--- config.mk ---
export PLATFORM = sky130hd
export DESIGN_NAME = data_sram_responder
export DESIGN_NICKNAME = d
export VERILOG_FILES = /design/src/rtl/cpu_defs_pkg.sv /design/src/rtl/sram_wen_gen.sv /design/src/rtl/data_sram_responder.sv
export SDC_FILE = /design/constraint.sdc
export NUM_CORES = 1
export LEC_CHECK = 0
export CAP_MARGIN = 10
export CORE_ASPECT_RATIO = 0.6
export CORE_MARGIN = 2
export CORE_UTILIZATION = 25
export CTS_CLUSTER_SIZE = 24
export DETAILED_ROUTE_END_ITERATION = 8
export MAX_ROUTING_LAYER = met4
export PLACE_DENSITY_LB_ADDON = 0.2
export SLEW_MARGIN = 20
export SYNTH_ARGS = -nofsm -noshare
export SYNTH_HDL_FRONTEND = slang
export SYNTH_SLANG_ARGS = --single-unit
--- constraint.sdc ---
create_clock -name clk -period 5.65 [get_ports clk]
set_clock_uncertainty 0.1 [all_clocks]
set_input_delay 1.13 -clock clk [delete_from_list [all_inputs] [get_ports clk]]
set_output_delay 1.13 -clock clk [all_outputs]
set_load 0.02 [all_outputs]
--- src/rtl/cpu_defs_pkg.sv ---
// Shared CPU data-side definitions: access sizes, responder FSM states and
// the latched request payload.
package cpu_defs;

  localparam int unsigned DATA_W = 32;
  localparam int unsigned SIZE_W = 2;
  localparam int unsigned CNT_W  = 4;
  localparam int unsigned WEN_W  = DATA_W / 8;

  localparam logic [SIZE_W-1:0] SIZE_BYTE = 2'd0;
  localparam logic [SIZE_W-1:0] SIZE_HALF = 2'd1;
  localparam logic [SIZE_W-1:0] SIZE_WORD = 2'd2;

  typedef enum logic [1:0] {
    ST_IDLE = 2'd0,
    ST_WAIT = 2'd1,
    ST_RESP = 2'd2
  } resp_state_e;

  typedef struct packed {
    logic              wr;
    logic [SIZE_W-1:0] size;
    logic [DATA_W-1:0] addr;
    logic [DATA_W-1:0] wdata;
  } data_req_t;

endpackage

--- src/rtl/sram_wen_gen.sv ---
// Byte-lane enables for a data access plus the misalignment flag that
// suppresses the write.
module sram_wen_gen
  import cpu_defs::*;
(
  input  logic [SIZE_W-1:0] size,
  input  logic [1:0]        addr_lo,
  output logic [WEN_W-1:0]  wen_c,
  output logic              misaligned_c
);

  always_comb begin
    wen_c        = '0;
    misaligned_c = 1'b0;
    case (size)
      SIZE_BYTE: wen_c = WEN_W'(4'b0001 << addr_lo);
      SIZE_HALF: begin
        wen_c        = addr_lo[1] ? 4'b1100 : 4'b0011;
        misaligned_c = addr_lo[0];
      end
      SIZE_WORD: begin
        wen_c        = 4'b1111;
        misaligned_c = (addr_lo != 2'b00);
      end
      default:   misaligned_c = 1'b1;
    endcase
  end

endmodule

--- src/rtl/data_sram_responder.sv ---
// Single-outstanding CPU data-port responder in front of a synchronous SRAM,
// with a programmable number of wait cycles before each RAM access.
module data_sram_responder
  import cpu_defs::*;
#(
  parameter int unsigned ADDR_W  = 16,
  parameter int unsigned LATENCY = 0
) (
  input  logic              clk,
  input  logic              resetn,
  input  logic              data_req,
  input  logic              data_wr,
  input  logic [SIZE_W-1:0] data_size,
  input  logic [DATA_W-1:0] data_addr,
  input  logic [DATA_W-1:0] data_wdata,
  output logic              data_addr_ok,
  output logic              data_data_ok,
  output logic [DATA_W-1:0] data_rdata,
  output logic              ram_en,
  output logic [WEN_W-1:0]  ram_wen,
  output logic [ADDR_W-1:0] ram_addr,
  output logic [DATA_W-1:0] ram_wdata,
  input  logic [DATA_W-1:0] ram_rdata
);

  resp_state_e      state_q, state_d;
  logic [CNT_W-1:0] cnt_q, cnt_d;
  data_req_t        req_q, req_d;
  logic [WEN_W-1:0] wen_c;
  logic             misaligned_c;
  logic             unused_addr_hi;

  // Address bits above the RAM word index are dropped silently.
  assign unused_addr_hi = ^req_q.addr[DATA_W-1:ADDR_W+2];

  sram_wen_gen u_wen_gen (
    .size         (req_q.size),
    .addr_lo      (req_q.addr[1:0]),
    .wen_c        (wen_c),
    .misaligned_c (misaligned_c)
  );

  always_ff @(posedge clk or negedge resetn) begin
    if (!resetn) begin
      state_q <= ST_IDLE;
      cnt_q   <= '0;
      req_q   <= '0;
    end else begin
      state_q <= state_d;
      cnt_q   <= cnt_d;
      req_q   <= req_d;
    end
  end

  // Outputs are a pure decode of the flopped state so reset clears them at once.
  always_comb begin
    state_d      = state_q;
    cnt_d        = cnt_q;
    req_d        = req_q;
    data_addr_ok = 1'b0;
    data_data_ok = 1'b0;
    data_rdata   = '0;
    ram_en       = 1'b0;
    ram_wen      = '0;
    ram_addr     = '0;
    ram_wdata    = '0;
    case (state_q)
      ST_IDLE: begin
        data_addr_ok = 1'b1;
        if (data_req) begin
          req_d   = '{wr: data_wr, size: data_size, addr: data_addr, wdata: data_wdata};
          cnt_d   = CNT_W'(LATENCY);
          state_d = ST_WAIT;
        end
      end
      ST_WAIT: begin
        if (cnt_q != '0) begin
          cnt_d = cnt_q - CNT_W'(1);
        end else begin
          ram_en    = 1'b1;
          ram_addr  = req_q.addr[ADDR_W+1:2];
          ram_wdata = req_q.wdata;
          ram_wen   = (req_q.wr && !misaligned_c) ? wen_c : '0;
          state_d   = ST_RESP;
        end
      end
      ST_RESP: begin
        data_data_ok = 1'b1;
        data_rdata   = ram_rdata;
        state_d      = ST_IDLE;
      end
      default: state_d = ST_IDLE;
    endcase
  end

endmodule
==> results.py, run 1 <==
# Metrics from the implementation run
metrics = {
    "final_timing": {
        "worst_pin_slew_ns": 0.847,
        "min_period_ns": 4.28,
        "max_freq_ghz": 0.233,
        "fin_ws_ns": 1.37,
        "timing.final.crit_share_pct": 75.8,
        "max_slew_margin_pct": 43.5,
    },
    "logic_synthesis": {
        "synth_top_area_share_pct": 45.9,
        "yosysWarnings": 0,
        "xor_share_pct": 0.272,
        "yosysChipArea_mm2": 0.00322,
        "synthTopCellsByCount": "80 x and2_1, 59 x dfrtp_1, 48 x mux2_4",
        "syn-num-nets": 356,
        "synthesis.area_mm2": 0.00322,
        "synth_flops": 59,
        "ys_sh_adder_pct": 0.778,
        "yosysCellCount": 252,
        "top_logic_kind": "multiplexers",
        "ys.flop_type": "dfrtp_1",
        "avgSynthCellArea_um2": 12.8,
        "edf_count": 0,
        "synth_cell_types": 34,
        "ys_sh_mux_pct": 24.5,
        "synth-simple-area-share_pct": 21.5,
        "synth_dominant_cell_count": "and2_1",
        "ys_seq_share_pct": 45.9,
    },
    "cells_and_area": {
        "mostFrequentLayoutCell": "clkdlybuf4s50_1",
        "nets": 525,
        "n_fill_cell": 1225,
        "final_core_util_pct": 41.9,
        "final_area_mm2": 0.00531,
        "syn2layout_area_growth_pct": 65.2,
        "antenna_cells": 0,
    },
    "power_and_ir_drop": {
        "leakage_nw": 2.30,
        "p_sw_share_pct": 28.0,
        "ir_drop_v": 0.000130,
        "p_sw_uw": 472,
        "p_seq_uw": 588,
        "power_frac_seq_pct": 34.8,
        "p_clk_share_pct": 32.2,
        "pwr-share-comb_pct": 33.0,
    },
    "clocking": {
        "clk_pin_slew_ns": 0.05,
        "insertion_delay_ns": 0.32,
        "cts_made_buffers": 9,
        "clk_path_buf_depth": 2,
        "cts-root-buf": "clkbuf_16",
        "cts_tree": "built",
        "cts_sinks": 59,
        "post-cts-setup-buffers": 0,
        "cts-hold-fix-buffers": 0,
    },
    "worst_setup_path": {
        "r2r-start": "state_q[0]",
        "criticalPathCategory": "flip-flop to primary output",
        "startpoint": "cnt_q[0]",
        "critical-path-top-delay-family": "simple AND/OR/NAND/NOR gates",
        "critPathMaxStageDelay_ns": 0.81,
        "slowest_stage": "and3b_2",
        "critPathLaunchType": "flip-flop",
        "reg2reg_depth": 3,
        "crit_end": "ram_wen[1]",
        "r2r-end": "req_q[15]",
        "endpoint_kind": "primary output",
    },
    "detailed_routing": {
        "routed-wl-met2_um": 3620,
        "drt-initial-drc-count": 73,
        "firstDrtPassIters": 4,
        "wirelength_um": 8480,
        "wl_met3_um": 639,
        "vias": 2411,
        "wl_met1_um": 4140,
        "top_layer_used": "met4",
        "ant_nets": 0,
    },
    "grt": {
        "grt_overflow_total": 0,
        "top_usage_layer": "met2",
        "grt.met2_usage_pct": 18.2,
        "grt_antenna_before_repair": 0,
        "grt_start_max_net_pins": 60,
        "gr-usage-met1_pct": 17.0,
        "grt_pass1_wl_um": 13200,
        "grt_pass1_vias": 2483,
    },
    "floorplan": {
        "die_h_um": 91.9,
        "chip_area_mm2": 0.0138,
        "die_w_um": 150,
        "top_level_ports": 189,
    },
    "placed_design": {
        "dp_hpwl_um": 5820,
        "finalWeightedCongestion": 0.777,
        "placed_cell_area_mm2": 0.00502,
        "place_inst": 580,
        "port_buffers": 174,
    },
    "min_path": {
        "whs_endpoint": "req_q[47]",
        "hold_path_class": "flip-flop to flip-flop",
    },
    "flow_run": {
        "warning_count": 41,
    },
    "outcome": {
        "run_status": "complete, no violations",
    },
}
==> run 1: registers in the layout, indices dropped and copies added, names as in the netlist <==
name,count
cnt_q,4
req_q,53
state_q,2
==> run 1: area by class of cell <==
cell class / instances / area (um2) / area share (%)
Multi-Input combinational cell: 173 / 1570 / 29.5
Inverter: 2 / 7.51 / 0.141
Timing Repair Buffer: 176 / 1750 / 33.0
Tap cell: 170 / 213 / 4.00
Clock buffer: 12 / 246 / 4.64
Clock inverter: 4 / 50.0 / 0.942
Sequential cell: 59 / 1480 / 27.8
==> run_1/util_map.png <==
15 x 9 tiles, from dark blue (low) to red (high), 0 to 100% covered.
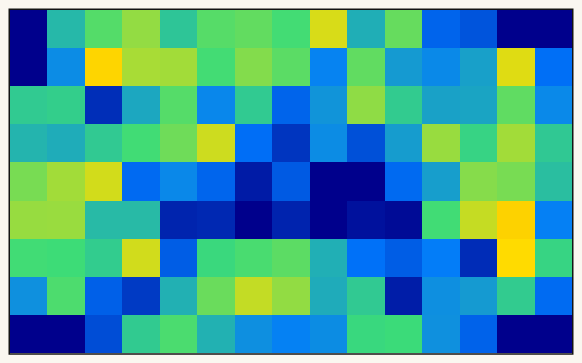
8.9% of the tiles are nearly empty. The emptiest ninth of the die: center. 2.2% of the tiles are over 75% full. The fullest tile reaches 76%. The mean over all tiles is 37%.
Initial Utilization: 25.3%
Core ar.: 0.0127 mm2

==> run_1/clock_wires.png <==
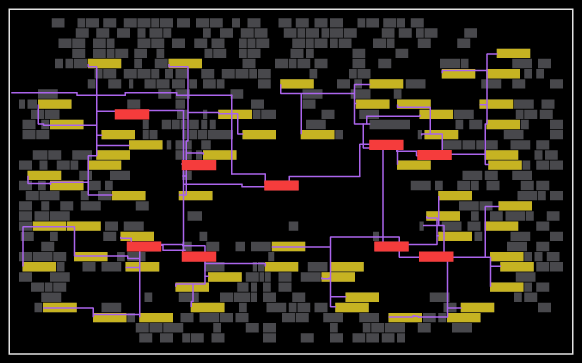
Key: purple = clock wires [length 994 um]; yellow = flip-flops [count 59]; red = clock-net drivers [count 9]
There are 10 routed clock nets.

==> run_1/layers.png <==
Bar = 50 um.
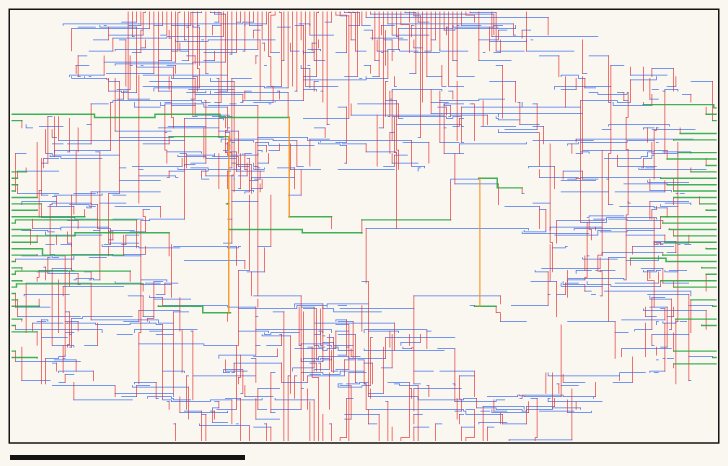
Key: orange = M4 [wire length 85.7 um]; green = M3 [wire length 640 um]; red = M2 [wire length 3,620 um]; blue = M1 [wire length 4,140 um]
Routed wire per std cell: 14.2 um
Tot GR Track Use: 12.8%

==> inputs of run 2 (changes only) <==
Clock period 5.65 ns to 3.8 ns, I/O delays scaled along.
==> run_2/gates.png <==
Bar = 50 um.
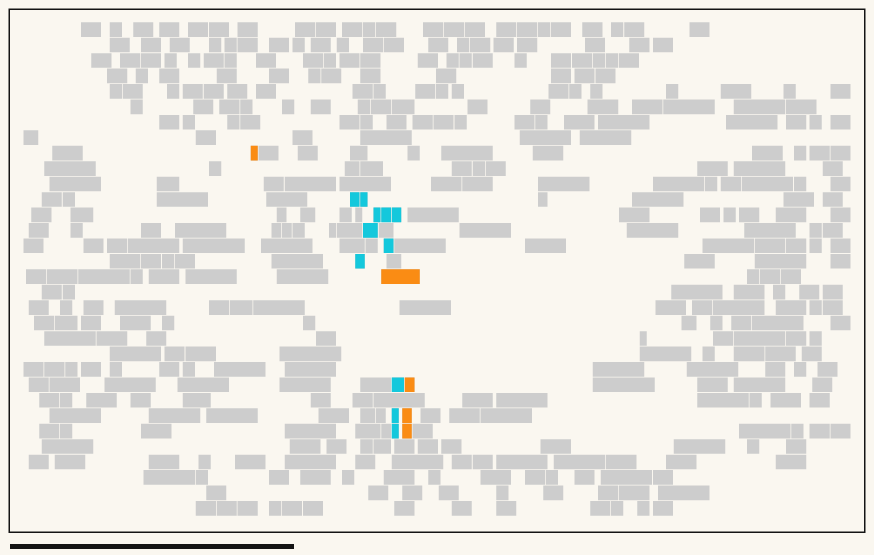
Key: orange = nor cells [cells 5, most used nor3_1]; cyan = nand cells [cells 11, most used nand3_1]

==> run_2/congestion_map.png <==
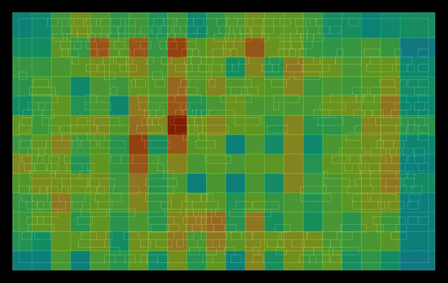
Routed wire per std cell: 13.8 um
GR Util met1: 17.2%

==> run 2 against run 1 <==
Register-to-register slack got worse by 1.6 ns. Worst setup slack got worse by 1.0 ns. Die area unchanged. Clock power increased by 71%. Clock-buffer cell count decreased by 1. Non-clock buffer count increased by 1. Routed wire length decreased by 2.9%. Cell count increased by 0.17%. Critical path depth increased by 1. Final area increased by 1.5%. Sequential power increased by 49%.
==> results.py, run 2 <==
# Metrics from the implementation run
metrics = {
    "worst_setup_path": {
        "critPathLaunchType": "flip-flop",
        "r2r-end": "req_q[17]",
        "r2r-start": "state_q[0]",
        "startpoint": "cnt_q[0]",
        "criticalPathCategory": "flip-flop to primary output",
        "cp.depth": 7,
        "critPathMaxStageDelay_ns": 0.60,
        "critical-path-top-delay-family": "buffers and inverters",
        "crit_end": "ram_wen[1]",
        "endpoint_kind": "primary output",
        "reg2reg_depth": 3,
        "slowest_stage": "clkdlybuf4s50_1",
    },
    "grt": {
        "grt_overflow_total": 0,
        "top_usage_layer": "met1",
        "grt_pass1_vias": 2408,
        "grt.total_usage_pct": 12.4,
        "grt_antenna_before_repair": 0,
        "grt_start_max_net_pins": 54,
        "grt_pass1_wl_um": 12900,
        "grt.met2_usage_pct": 16.7,
    },
    "power_and_ir_drop": {
        "p_clk_share_pct": 35.3,
        "p_sw_share_pct": 26.2,
        "p_seq_uw": 875,
        "power_frac_seq_pct": 33.1,
        "ir_drop_v": 0.000202,
        "total_power_mw": 2.64,
        "p_sw_uw": 693,
        "leakage_nw": 2.34,
    },
    "clocking": {
        "cts_resized": 0,
        "cts-hold-fix-buffers": 0,
        "cts_sinks": 59,
        "cts_made_buffers": 9,
        "post-cts-setup-buffers": 0,
        "cts-root-buf": "clkbuf_16",
        "clk_pin_slew_ns": 0.05,
        "cts_tree": "built",
        "clk_path_buf_depth": 2,
    },
    "cells_and_area": {
        "flop_area_mm2": 0.00148,
        "top_register": "req_q",
        "reg_top3": "req_q (53), cnt_q (4), state_q (2)",
        "antenna_cells": 0,
        "syn2layout_area_growth_pct": 67.7,
        "mostFrequentLayoutCell": "clkdlybuf4s50_1",
        "final_area_mm2": 0.00539,
        "largest_reg_flops": 53,
        "n_fill_cell": 1194,
    },
    "detailed_routing": {
        "drt-initial-drc-count": 71,
        "wl_met3_um": 647,
        "ant_nets": 0,
        "routed-wl-met2_um": 3490,
        "wirelength_um": 8240,
        "firstDrtPassIters": 6,
        "vias": 2428,
        "top_layer_used": "met4",
        "wl_met1_um": 4060,
    },
    "logic_synthesis": {
        "xor_share_pct": 0.272,
        "ys_sh_mux_pct": 24.5,
        "yosysCellCount": 252,
        "ys.flop_type": "dfrtp_1",
        "synth_top_area_share_pct": 45.9,
        "edf_count": 0,
        "avgSynthCellArea_um2": 12.8,
        "yosysChipArea_mm2": 0.00322,
        "synthTopCellsByCount": "80 x and2_1, 59 x dfrtp_1, 48 x mux2_4",
        "synth_flops": 59,
        "yosysWarnings": 0,
        "synthesis.area_mm2": 0.00322,
        "synth_dominant_cell_count": "and2_1",
        "syn-num-nets": 356,
        "ys_seq_share_pct": 45.9,
        "synth_cell_types": 34,
        "synth-simple-area-share_pct": 21.5,
        "ys_sh_adder_pct": 0.778,
        "synth-async-reset-ratio_pct": 100,
        "top_logic_kind": "multiplexers",
    },
    "floorplan": {
        "initCoreUtil_pct": 25.3,
        "core_mm2": 0.0127,
        "die_h_um": 91.9,
        "die_w_um": 150,
    },
    "flow_run": {
        "warning_count": 41,
    },
    "placed_design": {
        "finalWeightedCongestion": 0.757,
        "placed_cell_area_mm2": 0.00505,
        "dp_hpwl_um": 5810,
        "port_buffers": 174,
    },
    "final_timing": {
        "min_period_ns": 3.48,
        "max_slew_margin_pct": 61.6,
        "worst_pin_slew_ns": 0.576,
        "timing.final.crit_share_pct": 91.5,
    },
    "min_path": {
        "hold_path_class": "input pin to async pin",
    },
    "outcome": {
        "run_status": "complete, no violations",
    },
}
[run 2: netlist changes by cell type in the layout (fill, tap and decap cells not counted), sizes merged]
cell / before / now
bufinv: 1 / 3
buf: 3 / 4
clkinv: 1 / 2
clkinvlp: 2 / 0
clkbuf: 12 / 11
[run 2: stage by stage]
stage	util, %	std cells	setup WS (ns)
final	42.5	597	0.323
after global routing	42.5	597	0.190
after CTS	42.5	597	0.277
after detailed placement	39.8	581	0.634
after global placement	39.8	581	0.672
after floorplan	-	252	1.26
[run 2: final cells by class]
| class | instances | area share, % |
|---|---|---|
| Sequential cell | 59 | 27.4 |
| Clock inverter | 5 | 1.86 |
| Inverter | 2 | 0.139 |
| Multi-Input combinational cell | 173 | 29.1 |
| Timing Repair Buffer | 177 | 33.1 |
| Tap cell | 170 | 3.94 |
| Clock buffer | 11 | 4.50 |
==> inputs of run 3 (changes only) <==
Settings changed: HOLD_SLACK_MARGIN from default to 0.15.
==> run_3/congestion_map.png <==
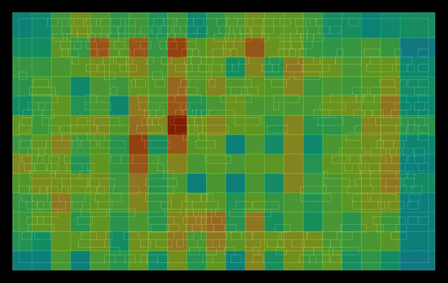
Final Util: 42.5%
GR Util met3: 5.02%
Tot GR Track Use: 12.4%

==> run_3/layers.png <==
Bar = 50 um.
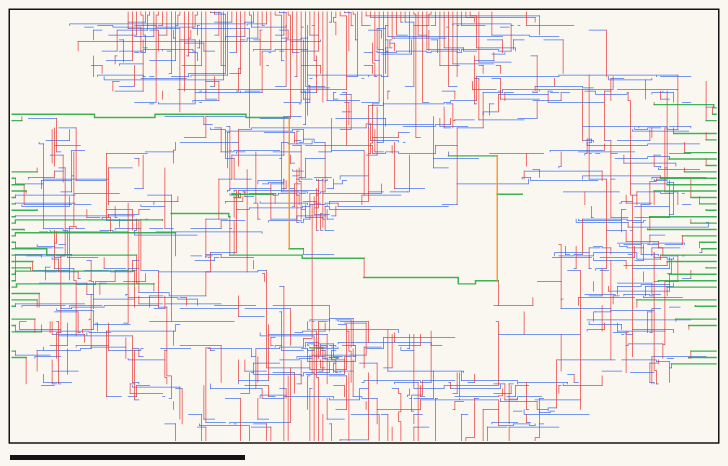
Key: orange = M4 [wire length 54.4 um]; green = M3 [wire length 648 um]; red = M2 [wire length 3,490 um]; blue = M1 [wire length 4,060 um]

==> run 3 against run 2 <==
Sequential share of layout area is the same. Routed wire length is the same. Clock-buffer cell count is the same. Worst setup slack is the same. Utilization is the same. Combinational power is essentially flat. Global-route usage is the same. Synthesized cell count is the same. Final area is the same. Sequential power is essentially flat. Highest routed layer unchanged.
==> results.py, run 3 <==
# Metrics from the implementation run
metrics = {
    "outcome": {
        "run_status": "complete, no violations",
    },
    "worst_setup_path": {
        "crit_end": "ram_wen[1]",
        "critical-path-top-delay-family": "buffers and inverters",
        "criticalPathCategory": "flip-flop to primary output",
        "startpoint": "cnt_q[0]",
        "slowest_stage": "clkdlybuf4s50_1",
        "r2r-start": "state_q[0]",
        "critPathLaunchType": "flip-flop",
        "r2r-end": "req_q[17]",
        "reg2reg_depth": 3,
    },
    "power_and_ir_drop": {
        "pwr-share-comb_pct": 31.6,
        "power_frac_seq_pct": 33.1,
        "p_sw_uw": 693,
        "p_sw_share_pct": 26.2,
        "total_power_mw": 2.64,
        "p_seq_uw": 875,
        "p_clk_share_pct": 35.3,
    },
    "grt": {
        "gr-usage-met1_pct": 17.2,
        "top_usage_layer": "met1",
        "grt_antenna_before_repair": 0,
    },
    "final_timing": {
        "timing.final.crit_share_pct": 91.5,
        "max_freq_ghz": 0.288,
        "min_period_ns": 3.48,
        "max_slew_margin_pct": 61.6,
    },
    "logic_synthesis": {
        "top_logic_kind": "multiplexers",
        "ys_sh_adder_pct": 0.778,
        "avgSynthCellArea_um2": 12.8,
        "synth_cell_types": 34,
        "synth_flops": 59,
        "yosysChipArea_mm2": 0.00322,
        "syn-num-nets": 356,
        "synthesis.area_mm2": 0.00322,
        "synth_dominant_cell_count": "and2_1",
        "yosysCellCount": 252,
    },
    "clocking": {
        "cts_made_buffers": 9,
        "post-cts-setup-buffers": 0,
        "insertion_delay_ns": 0.32,
        "cts-root-buf": "clkbuf_16",
        "cts_sinks": 59,
        "cts-hold-fix-buffers": 0,
        "clk_pin_slew_ns": 0.05,
    },
    "detailed_routing": {
        "wl_met3_um": 647,
        "vias": 2428,
        "top_layer_used": "met4",
        "wire_per_inst_um": 13.8,
        "ant_nets": 0,
        "wirelength_um": 8240,
    },
    "floorplan": {
        "die_h_um": 91.9,
        "die_w_um": 150,
        "core_mm2": 0.0127,
    },
    "flow_run": {
        "warning_count": 41,
    },
    "cells_and_area": {
        "syn2layout_area_growth_pct": 67.7,
        "nets": 526,
        "antenna_cells": 0,
        "final_area_mm2": 0.00539,
        "stdcell_count": 597,
        "largest_reg_flops": 53,
        "n_fill_cell": 1194,
    },
    "placed_design": {
        "dp_hpwl_um": 5810,
        "placed_cell_area_mm2": 0.00505,
        "port_buffers": 174,
    },
    "min_path": {
        "hold_path_class": "input pin to async pin",
    },
}
==> run 3: cell counts after synthesis <==
Identical to the previous run, type by type.
==> run 3: layout make-up <==
class	instances	area (um2)	area share, %
clock buffers	11	243	4.50
clock inverters	5	100	1.86
inverters	2	7.51	0.139
multi-input cells	173	1570	29.1
flip-flops and latches	59	1480	27.4
well taps	170	213	3.94
repair buffers	177	1790	33.1
==> run 3: kinds of logic (layout without fill, tap and decap cells) <==
| kind of cell | Yosys count | after routing |
|---|---|---|
| buf+inv | 20 | 195 |
| xor+xnor | 1 | 1 |
| compound gates | 8 | 8 |
| mux | 54 | 54 |
| simple gates | 108 | 108 |
| fa+ha+maj | 2 | 2 |
| flops | 59 | 59 |
Power figures rest on the tool's default switching activity, not on a simulated workload.
